## src/rtl/io_pkg.sv

```systemverilog
// Shared types and constants for the processor I/O handshake responder.
package io_pkg;

  typedef enum logic [1:0] {
    IDLE    = 2'd0,
    ARMED   = 2'd1,
    ACK     = 2'd2,
    RELEASE = 2'd3
  } io_state_t;

  localparam int ARM_SAMPLES = 2;

endpackage

```

## src/rtl/key_debounce.sv

```systemverilog
// Push-button conditioner: 2-flop synchroniser, saturating debounce counter
// and a one-cycle pulse on each accepted press.
module key_debounce #(
  parameter int DEBOUNCE_CYCLES = 4,
  parameter bit KEY_ACTIVE_LOW  = 1'b1
) (
  input  logic clock,
  input  logic rst,
  input  logic key,
  output logic pressed,
  output logic press
);

  localparam int CW = $clog2(DEBOUNCE_CYCLES + 1);
  localparam logic [CW-1:0] CNT_LAST = CW'(DEBOUNCE_CYCLES - 1);
  // The synchroniser clears to the board's "released" level so reset never looks like a press.
  localparam logic SYNC_IDLE = KEY_ACTIVE_LOW ? 1'b1 : 1'b0;

  logic          sync1;
  logic          sync2;
  logic          raw;
  logic          pressed_q;
  logic [CW-1:0] cnt;

  assign raw = KEY_ACTIVE_LOW ? ~sync2 : sync2;

  always_ff @(posedge clock or posedge rst) begin
    if (rst) begin
      sync1     <= SYNC_IDLE;
      sync2     <= SYNC_IDLE;
      cnt       <= '0;
      pressed   <= 1'b0;
      pressed_q <= 1'b0;
    end else begin
      sync1     <= key;
      sync2     <= sync1;
      pressed_q <= pressed;
      // Any sample agreeing with the accepted level restarts the count.
      if (raw != pressed) begin
        if (cnt == CNT_LAST) begin
          pressed <= raw;
          cnt     <= '0;
        end else begin
          cnt <= cnt + CW'(1);
        end
      end else begin
        cnt <= '0;
      end
    end
  end

  assign press = pressed & ~pressed_q;

endmodule

```

## src/rtl/io_responder.sv

```systemverilog
// Board-side responder for the processor ready/waiting I/O handshake:
// arms on a sustained waiting, completes the transfer on a key press (or auto delay).
module io_responder
  import io_pkg::*;
#(
  parameter int DEBOUNCE_CYCLES = 4,
  parameter bit KEY_ACTIVE_LOW  = 1'b1,
  parameter bit AUTO_ACK        = 1'b0,
  parameter int AUTO_DELAY      = 3
) (
  input  logic       clock,
  input  logic       rst,
  input  logic       waiting,
  input  logic [7:0] datout,
  input  logic [7:0] sw,
  input  logic       key,
  output logic       ready,
  output logic [7:0] datin,
  output logic [7:0] led,
  output logic       pending
);

  localparam int ARM_W = $clog2(ARM_SAMPLES + 1);
  localparam logic [ARM_W-1:0] ARM_LAST = ARM_W'(ARM_SAMPLES - 1);
  localparam int AUTO_W = $clog2(AUTO_DELAY + 1);
  localparam logic [AUTO_W-1:0] AUTO_LAST = AUTO_W'(AUTO_DELAY - 1);

  // Handshake: the processor raises waiting and holds it; ready answers and is
  // held until waiting is seen low, after which ready stays low for >= 1 cycle.

  io_state_t         state;
  io_state_t         state_next;
  logic [ARM_W-1:0]  arm_cnt;
  logic [AUTO_W-1:0] auto_cnt;
  logic              arm_done;
  logic              auto_done;
  logic              key_level;
  logic              key_press;
  logic              ack_evt;
  logic              load_en;

  key_debounce #(
    .DEBOUNCE_CYCLES (DEBOUNCE_CYCLES),
    .KEY_ACTIVE_LOW  (KEY_ACTIVE_LOW)
  ) u_key (
    .clock   (clock),
    .rst     (rst),
    .key     (key),
    .pressed (key_level),
    .press   (key_press)
  );

  assign arm_done  = (arm_cnt == ARM_LAST);
  assign auto_done = (auto_cnt == AUTO_LAST);
  assign ack_evt   = AUTO_ACK ? auto_done : (key_press & key_level);

  always_comb begin
    state_next = state;
    load_en    = 1'b0;
    case (state)
      IDLE:    if (waiting && arm_done) state_next = ARMED;
      ARMED: begin
        // A waiting drop wins over a simultaneous acknowledge.
        if (!waiting) begin
          state_next = IDLE;
        end else if (ack_evt) begin
          state_next = ACK;
          load_en    = 1'b1;
        end
      end
      ACK:     if (!waiting) state_next = RELEASE;
      RELEASE: state_next = IDLE;
      default: state_next = IDLE;
    endcase
  end

  always_ff @(posedge clock or posedge rst) begin
    if (rst) begin
      state    <= IDLE;
      arm_cnt  <= '0;
      auto_cnt <= '0;
      datin    <= 8'h00;
      led      <= 8'h00;
    end else begin
      state    <= state_next;
      // Only samples taken while idle count towards arming.
      arm_cnt  <= (state == IDLE && waiting && !arm_done) ? arm_cnt + ARM_W'(1) : '0;
      auto_cnt <= (state == ARMED && !auto_done) ? auto_cnt + AUTO_W'(1) : '0;
      if (load_en) begin
        datin <= sw;
        led   <= datout;
      end
    end
  end

  assign ready   = (state == ACK);
  assign pending = (state == ARMED);

endmodule
```

## config.mk

```make
export PLATFORM = sky130hd
export DESIGN_NAME = io_responder
export DESIGN_NICKNAME = d
export VERILOG_FILES = /design/src/rtl/io_pkg.sv /design/src/rtl/key_debounce.sv /design/src/rtl/io_responder.sv
export SDC_FILE = /design/constraint.sdc
export NUM_CORES = 1
export LEC_CHECK = 0
export ABC_AREA = 1
export CAP_MARGIN = 5
export CELL_PAD_IN_SITES_DETAIL_PLACEMENT = 1
export CELL_PAD_IN_SITES_GLOBAL_PLACEMENT = 1
export CORE_MARGIN = 1
export CORE_UTILIZATION = 35
export CTS_CLUSTER_SIZE = 40
export DETAILED_ROUTE_END_ITERATION = 7
export GPL_TIMING_DRIVEN = 1
export MAX_ROUTING_LAYER = met4
export PLACE_DENSITY_LB_ADDON = 0.1
export RECOVER_POWER = 50
export SYNTH_ARGS = -nofsm -noshare
export SYNTH_HDL_FRONTEND = slang
export SYNTH_SLANG_ARGS = --single-unit
```

## constraint.sdc

```tcl
create_clock -name clock -period 3.5 [get_ports clock]
set_clock_uncertainty 0.15 [all_clocks]
set_input_delay 0.525 -clock clock [delete_from_list [all_inputs] [get_ports clock]]
set_output_delay 0.525 -clock clock [all_outputs]
set_load 0.005 [all_outputs]
```

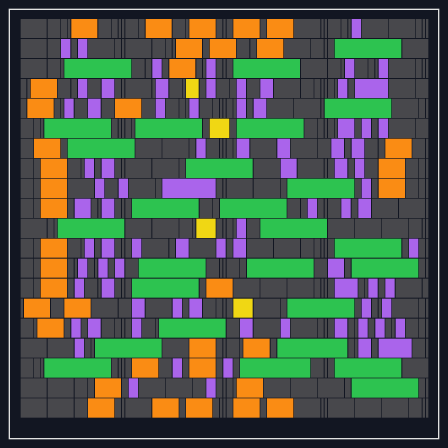
(run_1/placement_by_type.png)
Fill, decap, tap and diode cells in grey.
colour	class	cells	share of their area
green	flops	27	47%
purple	combinational and other logic	81	26%
orange	other buffers and delay cells	37	25%
yellow	clock drivers and dummy loads	4	1.9%
Core ar.: 3030 sq um
Final Cell Area: 1510 sq um
flop share of the area: 44.8%

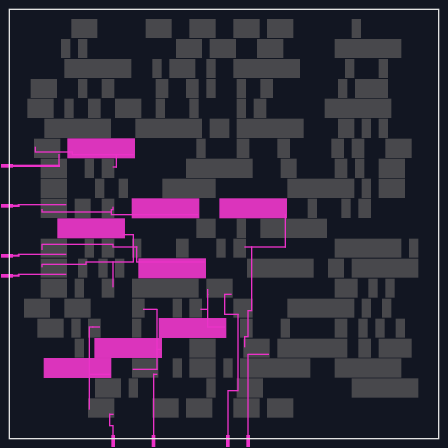
(run_1/io_fan.png)
colour	port	bits	direction	end cells	buffers	wire
magenta	led	8	output	8	8	227 um
number of I/O pins: 38
port bufs: 37

==> impl_metrics.env, run 1 <==
# physical design summary
export IMPL_clk_insertion_delay_late_ps=320
export IMPL_drt_pass1_iter_count=6
export IMPL_netlist_area_leader_share_pct=56.4
export IMPL_grt_max_degree=28
export IMPL_compound_area_share_pct=8.69
export IMPL_crit_buf_inv=2
export IMPL_slew_violations=0
export IMPL_gp_congestion=0.793
export IMPL_synthDistinctLibCells=21
export IMPL_maxPowerGroup="sequential cells"
export IMPL_power_density_nw_per_um2=713
export IMPL_yosys_area_share_xor_xnor_pct=0.790
export IMPL_clock_buffers=3
export IMPL_top_cells_by_count="nand2_1, dfrtp_1, o21ai_0, nor2_1, inv_1"
export IMPL_adder_share_pct=2.26
export IMPL_vias_per_cell=4.57
export IMPL_wl_met3_um=63
export IMPL_met1Wirelength_um=997
export IMPL_highest_layer="met4"
export IMPL_powerComb_uw=446
export IMPL_arrival_ps=1500
export IMPL_worstMarginPinSlew_ps=998
export IMPL_numCtsBuffers=3
export IMPL_seqCellArea_sq_um=678
export IMPL_setup_viol=0
export IMPL_r2r_setup_slack_ps=1660
export IMPL_fin_crit_sh_pct=62.1
export IMPL_largest_area_cell="dfrtp_1"
export IMPL_grt_pass1_wl_um=3880
export IMPL_n_all_buffers=37
export IMPL_logic_gates=73
export IMPL_path_class="register to primary output"
export IMPL_synth_edff_count=0
export IMPL_cp_depth=3
export IMPL_status="finished, final reports clean"
export IMPL_min_path_cells=0
export IMPL_clk_share_pct=1.82
export IMPL_synthTopCellsByArea="dfrtp_1, nand2_1, o21ai_0"
export IMPL_nNetsFinal=172
export IMPL_holdPathEnd="u_key.sync2"
export IMPL_yosysMostFrequentCell="nand2_1"
export IMPL_switchingPower_uw=368
export IMPL_bufAreaShareNonClock_pct=24.5
export IMPL_comb_area_sq_um=352
export IMPL_grt_util_met3_pct=2.68
export IMPL_leakage_nw=0.712
export IMPL_hold_path_class="register to register"
export IMPL_largest_cell_class="registers"
export IMPL_fin_crit_ps=2170
export IMPL_synth_net_count=133
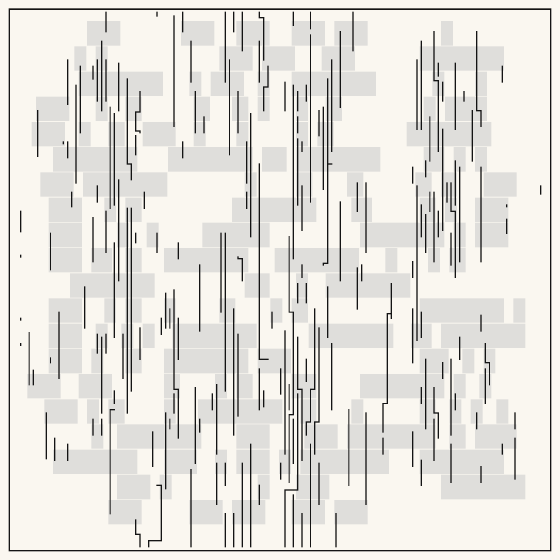
(run_1/layer_met2.png)
Cells faint in the background.
share of all routed wire	51%
nets with wire on the layer	148
final WL: 2200 um
total number of vias: 882
met2 Resource Use GR: 25.9%

## Run 2: what changed since run 1
--- a/config.mk
+++ b/config.mk
@@ -10,7 +10,7 @@
 export CELL_PAD_IN_SITES_DETAIL_PLACEMENT = 1
 export CELL_PAD_IN_SITES_GLOBAL_PLACEMENT = 1
 export CORE_MARGIN = 1
-export CORE_UTILIZATION = 35
+export CORE_UTILIZATION = 33
 export CTS_CLUSTER_SIZE = 40
 export DETAILED_ROUTE_END_ITERATION = 7
 export GPL_TIMING_DRIVEN = 1
==> constraint.sdc (replaced) <==
create_clock -name clock -period 2.2 [get_ports clock]
set_clock_uncertainty 0.15 [all_clocks]
set_input_delay 0.33 -clock clock [delete_from_list [all_inputs] [get_ports clock]]
set_output_delay 0.33 -clock clock [all_outputs]
set_load 0.005 [all_outputs]
==> impl_metrics.env, run 2 <==
# physical design summary
export IMPL_holdPathEnd="u_key.sync2"
export IMPL_drt_pass1_iter_count=2
export IMPL_status="finished, final reports clean"
export IMPL_powerComb_uw=719
export IMPL_top_cells_by_count="nand2_1, dfrtp_1, o21ai_0, nor2_1, inv_1"
export IMPL_clk_insertion_delay_late_ps=320
export IMPL_logic_gates=73
export IMPL_synth_net_count=133
export IMPL_crit_buf_inv=2
export IMPL_vias_per_cell=4.54
export IMPL_largest_cell_class="registers"
export IMPL_slew_violations=0
export IMPL_r2r_setup_slack_ps=810
export IMPL_portBuffers=37
export IMPL_gp_congestion=0.739
export IMPL_fin_crit_ps=1990
export IMPL_leakage_nw=0.710
export IMPL_netlist_area_leader_share_pct=56.4
export IMPL_bufAreaShareNonClock_pct=24.6
export IMPL_ios=38
export IMPL_synthDistinctLibCells=21
export IMPL_worstMarginPinSlew_ps=732
export IMPL_clock_buffers=3
export IMPL_met1Wirelength_um=976
export IMPL_clk_share_pct=1.95
export IMPL_power_density_nw_per_um2=1130
export IMPL_arrival_ps=1510
export IMPL_highest_layer="met4"
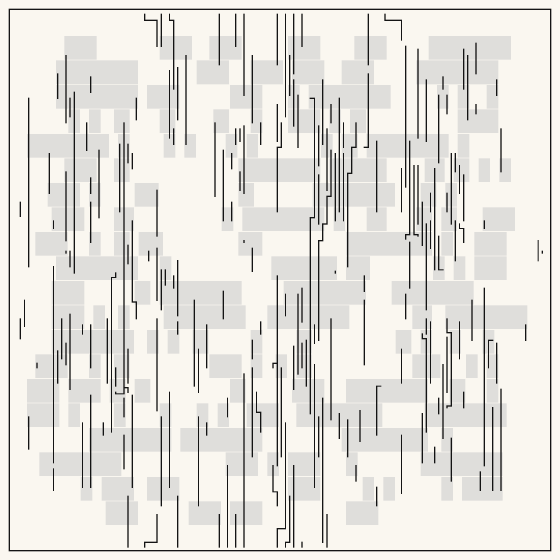
(run_2/layer_met2.png)
Cells faint in the background.
wire length on this layer	1230 um
longest straight run	30.1 um
main direction	vertical
nets with wire on the layer	148
total number of vias: 885
final WL: 2300 um
met2 Resource Use GR: 26.7%

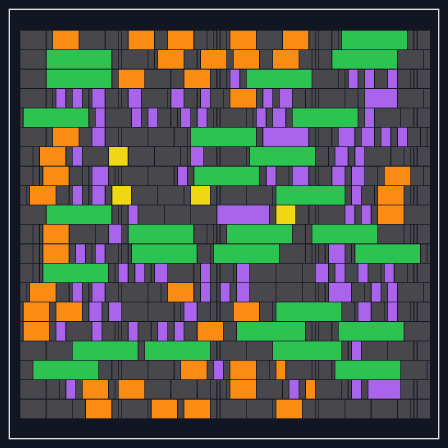
(run_2/placement_by_type.png)
Fill, decap, tap and diode cells in grey.
colour	class	cells	share of their area
yellow	clock drivers and dummy loads	4	2.0%
purple	combinational and other logic	81	27%
green	flops	27	46%
orange	other buffers and delay cells	39	26%
cell row count: 20
flop share of the area: 44.2%
Final Cell Area: 1540 sq um

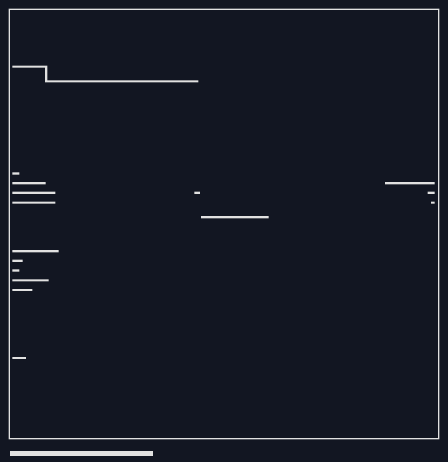
(run_2/layer_met3.png)
Scale bar: 20 um.
main direction	horizontal
nets with wire on the layer	15
share of all routed wire	3.4%
met3 Use GR: 3.90%

## Run 3: what changed since run 2
--- a/config.mk
+++ b/config.mk
@@ -10,9 +10,10 @@
 export CELL_PAD_IN_SITES_DETAIL_PLACEMENT = 1
 export CELL_PAD_IN_SITES_GLOBAL_PLACEMENT = 1
 export CORE_MARGIN = 1
-export CORE_UTILIZATION = 33
+export CORE_UTILIZATION = 44
 export CTS_CLUSTER_SIZE = 40
 export DETAILED_ROUTE_END_ITERATION = 7
+export DONT_BUFFER_PORTS = 1
 export GPL_TIMING_DRIVEN = 1
 export MAX_ROUTING_LAYER = met4
 export PLACE_DENSITY_LB_ADDON = 0.1
==> impl_metrics.env, run 3 <==
# physical design summary
export IMPL_holdPathEnd="arm_cnt[1]"
export IMPL_largest_cell_class="registers"
export IMPL_gp_congestion=0.658
export IMPL_clk_share_pct=2.07
export IMPL_fin_crit_ps=1630
export IMPL_arrival_ps=1750
export IMPL_clock_buffers=3
export IMPL_fin_area_sq_um=1330
export IMPL_synth_net_count=133
export IMPL_slew_violations=0
export IMPL_portBuffers=0
export IMPL_ios=38
export IMPL_power_density_nw_per_um2=1110
export IMPL_status="finished, final reports clean"
export IMPL_bufAreaShareNonClock_pct=14.9
export IMPL_top_cells_by_count="nand2_1, dfrtp_1, o21ai_0, nor2_1, inv_1"
export IMPL_row_count=17
export IMPL_r2r_setup_slack_ps=570
export IMPL_crit_buf_inv=0
export IMPL_worstMarginPinSlew_ps=668
export IMPL_met1Wirelength_um=1010
export IMPL_vias_per_cell=5.16
export IMPL_leakage_nw=0.656
export IMPL_drt_pass1_iter_count=4
export IMPL_highest_layer="met4"
export IMPL_powerComb_uw=431
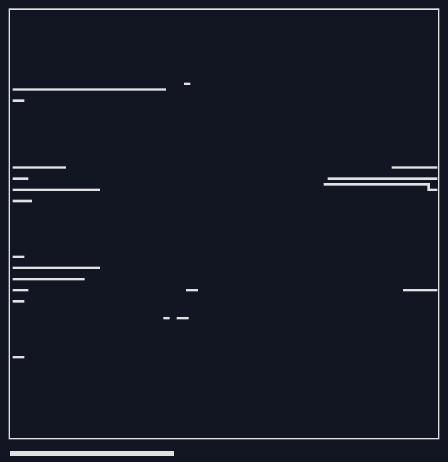
(run_3/layer_met3.png)
Scale bar: 20 um.
longest straight run	18.4 um
wire length on this layer	103 um
main direction	horizontal
final WL: 2320 um
total number of vias: 826
met3 Use GR: 4.35%

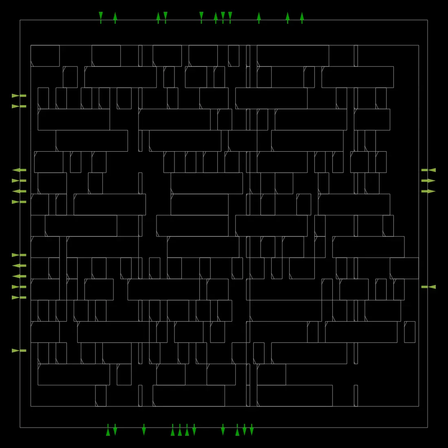
(run_3/placement.png)
Core ar.: 2300 sq um
fillers: 256
Final Util: 57.9%
flop share of the area: 51.0%

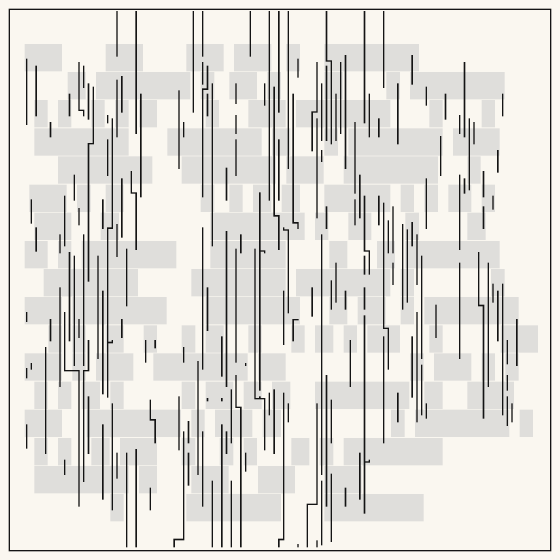
(run_3/layer_met2.png)
Cells faint in the background.
share of all routed wire	49%
longest straight run	23.1 um
main direction	vertical
met2 Resource Use GR: 33.5%

